File: src/rtl/pht_ctrl.sv
// rtl/pht_ctrl.sv - PHT lookup/update arbiter with resolved-branch update queue.
// Define BPU_GSHARE_EN for gshare indexing (PC XOR GHR); default build is bimodal.

module pht_upd_queue #(
    parameter int IDX_W = 9,
    parameter int DEPTH = 4
) (
    input  logic                     clk,
    input  logic                     resetn,
    input  logic                     push,
    input  logic [IDX_W-1:0]         push_idx,
    input  logic                     push_taken,
    input  logic                     pop,
    output logic [IDX_W-1:0]         head_idx,
    output logic                     head_taken,
    output logic [$clog2(DEPTH):0]   count
);
    localparam int PTR_W = $clog2(DEPTH);
    localparam int CNT_W = PTR_W + 1;

    logic [IDX_W-1:0] mem_idx [DEPTH];
    logic [DEPTH-1:0] mem_taken;
    logic [PTR_W-1:0] wr_ptr;
    logic [PTR_W-1:0] rd_ptr;

    always_ff @(posedge clk) begin
        if (!resetn) begin
            wr_ptr <= '0;
            rd_ptr <= '0;
            count  <= '0;
        end else begin
            if (push) begin
                wr_ptr <= wr_ptr + PTR_W'(1);
            end
            if (pop) begin
                rd_ptr <= rd_ptr + PTR_W'(1);
            end
            case ({push, pop})
                2'b10:   count <= count + CNT_W'(1);
                2'b01:   count <= count - CNT_W'(1);
                default: count <= count;
            endcase
        end
    end

    // Payload needs no reset: pointers and count alone define what is valid.
    always_ff @(posedge clk) begin
        if (push) begin
            mem_idx[wr_ptr]   <= push_idx;
            mem_taken[wr_ptr] <= push_taken;
        end
    end

    assign head_idx   = mem_idx[rd_ptr];
    assign head_taken = mem_taken[rd_ptr];
endmodule

module pht_ctrl #(
    parameter int ADDR_WIDTH  = 9,
    parameter int QUEUE_DEPTH = 4
) (
    input  logic                  in_Clk,
    input  logic                  in_Rst_N,
    input  logic                  in_fetch_valid,
    input  logic [63:0]           in_fetch_pc,
    output logic                  out_fetch_stall,
    output logic                  out_pred_valid,
    output logic                  out_pred_taken,
    output logic [ADDR_WIDTH-1:0] out_pred_idx,
    output logic [ADDR_WIDTH-1:0] out_pred_ghr,
    input  logic                  in_upd_valid,
    output logic                  out_upd_ready,
    input  logic [ADDR_WIDTH-1:0] in_upd_idx,
    input  logic                  in_upd_taken,
    input  logic                  in_upd_mispredict,
    input  logic [ADDR_WIDTH-1:0] in_upd_ghr,
    output logic [ADDR_WIDTH-1:0] out_pht_addr,
    output logic                  out_pht_we,
    output logic                  out_pht_data,
    input  logic                  in_pht_pred
);
    localparam int CNT_W = $clog2(QUEUE_DEPTH) + 1;
    localparam logic [CNT_W-1:0] FULL_CNT    = CNT_W'(QUEUE_DEPTH);
    localparam logic [CNT_W-1:0] GRANT_LIMIT = CNT_W'(QUEUE_DEPTH - 1);

    typedef enum logic {
        RUN   = 1'b0,
        DRAIN = 1'b1
    } state_t;

    state_t                  state;
    logic [ADDR_WIDTH-1:0]   ghr;
    logic [CNT_W-1:0]        q_count;
    logic [ADDR_WIDTH-1:0]   head_idx;
    logic                    head_taken;
    logic [ADDR_WIDTH-1:0]   fetch_idx;
    logic                    grant;
    logic                    pop;
    logic                    push;
    logic                    recover;
    logic                    unused_bits;

`ifdef BPU_GSHARE_EN
    assign fetch_idx = in_fetch_pc[ADDR_WIDTH+1:2] ^ ghr;
`else
    assign fetch_idx = in_fetch_pc[ADDR_WIDTH+1:2];
`endif

    assign unused_bits = ^{in_fetch_pc[63:ADDR_WIDTH+2], in_fetch_pc[1:0],
                           in_upd_ghr[ADDR_WIDTH-1]};

    // One PHT access per cycle: a lookup wins unless the queue is nearly full.
    always_comb begin
        grant = 1'b0;
        pop   = 1'b0;
        if (in_Rst_N) begin
            if (state == RUN) begin
                grant = in_fetch_valid && (q_count < GRANT_LIMIT);
                pop   = !grant && (q_count != '0);
            end else begin
                pop   = (q_count != '0);
            end
        end
    end

    assign out_upd_ready = in_Rst_N && ((q_count != FULL_CNT) || pop);
    assign push          = in_upd_valid && out_upd_ready;
    assign recover       = push && in_upd_mispredict;

    assign out_fetch_stall = in_Rst_N && in_fetch_valid && !grant;
    assign out_pred_valid  = grant;
    assign out_pred_taken  = grant && in_pht_pred;
    assign out_pred_idx    = grant ? fetch_idx : '0;
    assign out_pred_ghr    = grant ? ghr : '0;

    assign out_pht_we   = pop;
    assign out_pht_data = pop && head_taken;
    assign out_pht_addr = grant ? fetch_idx : (pop ? head_idx : '0);

    pht_upd_queue #(
        .IDX_W (ADDR_WIDTH),
        .DEPTH (QUEUE_DEPTH)
    ) u_queue (
        .clk        (in_Clk),
        .resetn     (in_Rst_N),
        .push       (push),
        .push_idx   (in_upd_idx),
        .push_taken (in_upd_taken),
        .pop        (pop),
        .head_idx   (head_idx),
        .head_taken (head_taken),
        .count      (q_count)
    );

    // Mispredict recovery takes precedence over a same-cycle speculative shift.
    always_ff @(posedge in_Clk) begin
        if (!in_Rst_N) begin
            state <= RUN;
            ghr   <= '0;
        end else begin
            if (recover) begin
                ghr <= {in_upd_ghr[ADDR_WIDTH-2:0], in_upd_taken};
            end else if (grant) begin
                ghr <= {ghr[ADDR_WIDTH-2:0], in_pht_pred};
            end
            case (state)
                RUN: begin
                    if (recover) begin
                        state <= DRAIN;
                    end
                end
                DRAIN: begin
                    if (!recover && (q_count == '0) && !push) begin
                        state <= RUN;
                    end
                end
                default: state <= RUN;
            endcase
        end
    end
endmodule
File: config.mk
export PLATFORM = sky130hd
export DESIGN_NAME = pht_ctrl
export DESIGN_NICKNAME = d
export VERILOG_FILES = /design/src/rtl/pht_ctrl.sv
export SDC_FILE = /design/constraint.sdc
export NUM_CORES = 1
export LEC_CHECK = 0
export ABC_CLOCK_PERIOD_IN_PS = 3000
export CAP_MARGIN = 20
export CORE_UTILIZATION = 41
export CTS_CLUSTER_DIAMETER = 60
export DETAILED_ROUTE_END_ITERATION = 8
export PLACE_DENSITY = 0.79
export SLEW_MARGIN = 20
export SYNTH_ARGS = -nofsm -noshare
export SYNTH_HDL_FRONTEND = slang
export SYNTH_HIERARCHICAL = 1
export SYNTH_SLANG_ARGS = --single-unit
File: constraint.sdc
create_clock -name in_Clk -period 3 [get_ports in_Clk]
set_input_delay 0.9 -clock in_Clk [delete_from_list [all_inputs] [get_ports in_Clk]]
set_output_delay 0.9 -clock in_Clk [all_outputs]
set_load 0.1 [all_outputs]
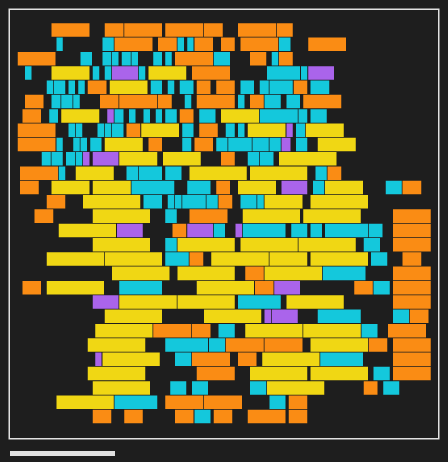
Figure 1: cell classes on the final placement.
Scale bar: 20 um.
Cyan marks all other logic, cells 120. Yellow marks flip-flops, cells 59. Purple marks clock drivers and dummy loads, cells 16. Orange marks other buffers and delay cells, cells 83.
final core occ: 65.3%
Non-Filler Cell Area, Final: 3910 um^2
core area: 5990 um^2

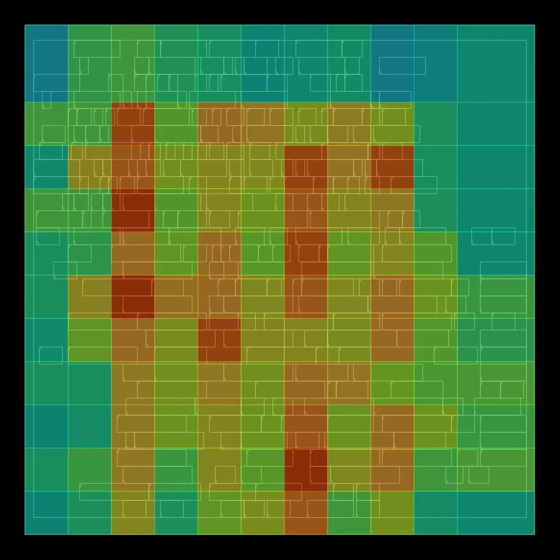
Figure 2: routing congestion.
GRT met1 Usage: 21.1%
Top Usage Layer GRT: met2

==> impl_metrics.ini <==
; physical design summary
[synthesis]
yosys.area.top_type = edfxtp_1
ff_type = edfxtp_1
synthXorXnorAreaFrac_pct = 1.70
simple_gate_share_pct = 10.9
fa_ha_area_share_pct = 3.20
numSynthFlops = 59
synthArstFlopShare_pct = 0

[global_route]
antenna_found_initial = 0
grt_pass1_vias = 1729
overflow = 0

[clock_network]
clock_latency_ns = 0.32

[routing]
wl_met2_um = 2750
num_vias = 1758

[layout]
n_antenna_cell = 0
logic_gate_count = 107
biggestCellCategory = sequential cells

[setup_path]
required_ns = 2.10
slowest_stage = dlygate4sd2_1
startpoint_type = input port
max_stage_delay_ns = 0.29

[final_timing]
clock.fmax_mhz = 340
worstMarginPinSlew_ns = 0.595
finalSetupViolCount = 0
drv_slew = 0

[floorplan]
die_y_um = 81.3
die_x_um = 81.3

[run_status]
outcome = finished, final reports clean

[pwr]
peakVddDrop_uv = 289
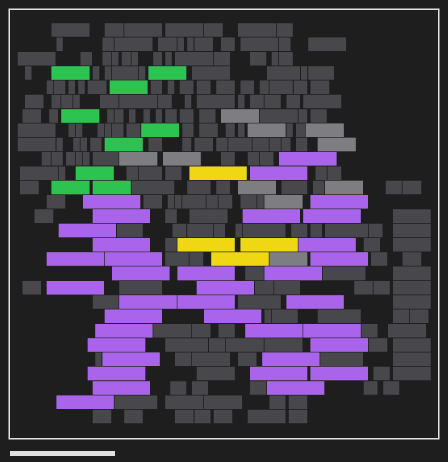
Figure 3: where the registers sit.
Scale bar: 20 um. Other sequential cells in the stronger grey, the rest of the logic in the fainter grey.
Green marks ghr, flops 9. Yellow marks u_queue/mem_taken, flops 4, where centre. Purple marks u_queue/mem_idx, flops 36.
Sequential Power: 931 uW
Flop area: 1580 um^2
Seq/total area: 40.4%

[through the flow]
step	worst slack [ns]	cells	utilization (%)	total power, uW
after floorplan	0.0613	187	-	1350
after global placement	-0.180	337	62.8	1580
after detailed placement	-0.193	337	62.8	1600
after CTS	0.0570	353	65.3	2160
after global routing	0.00265	353	65.3	2220
final	0.0561	353	65.3	2140
[worst paths after layout]
path	startpoint	to	slack [ns]	cells past startpoint
setup / recovery	in_fetch_valid	out_pht_addr[2]	0.06	6
hold / removal	ghr[8]	ghr[8]	0.47	2
setup reg to reg	u_queue/count[0]	u_queue/count[2]	0.74	9
hold reg to reg	ghr[8]	ghr[8]	0.47	2
[synth_stat cells (3+ instances only)]
master and number:
xnor2_1 3, a21o_2 6, inv_1 12, edfxtp_1 40, a31oi_1 9, ha_1 5, clkbuf_1 3, a21o_1 3
nand2_1 21, o21ai_0 10, and2_4 9, dfxtp_1 19, buf_6 4, mux4_2 10, and2_1 12
[report_power, final]
| group | internal, uW | switching (uW) |
|---|---|---|
| sequential | 903 | 27.5 |
| clock | 287 | 269 |
| combinational | 278 | 372 |
| total | 1470 | 669 |
[worst reg2reg max path, stage by stage (launching register included)]
cell and delay, ns:
dfxtp_1 0.39, a21oi_1 0.16, a21oi_1 0.08, o21a_1 0.20
buf_12 0.15, ha_1 0.21, fa_1 0.39, xnor2_1 0.15
or3_1 0.31, a21boi_1 0.15
[flip-flops by register name, indices dropped and copies added, names as in the netlist, named ones only]
signal,cells
state,1
u_queue/mem_taken,4
ghr,9
u_queue/rd_ptr,2
u_queue/wr_ptr,2
u_queue/mem_idx,36
u_queue/count,3
[repair_timing]
item | CTS | global route
hold buffers | 0 | 0
endpoints found under the setup margin | 31 | 0
gates resized | 2 | 0
No activity file was given, so power comes from the tool's default toggle rates.
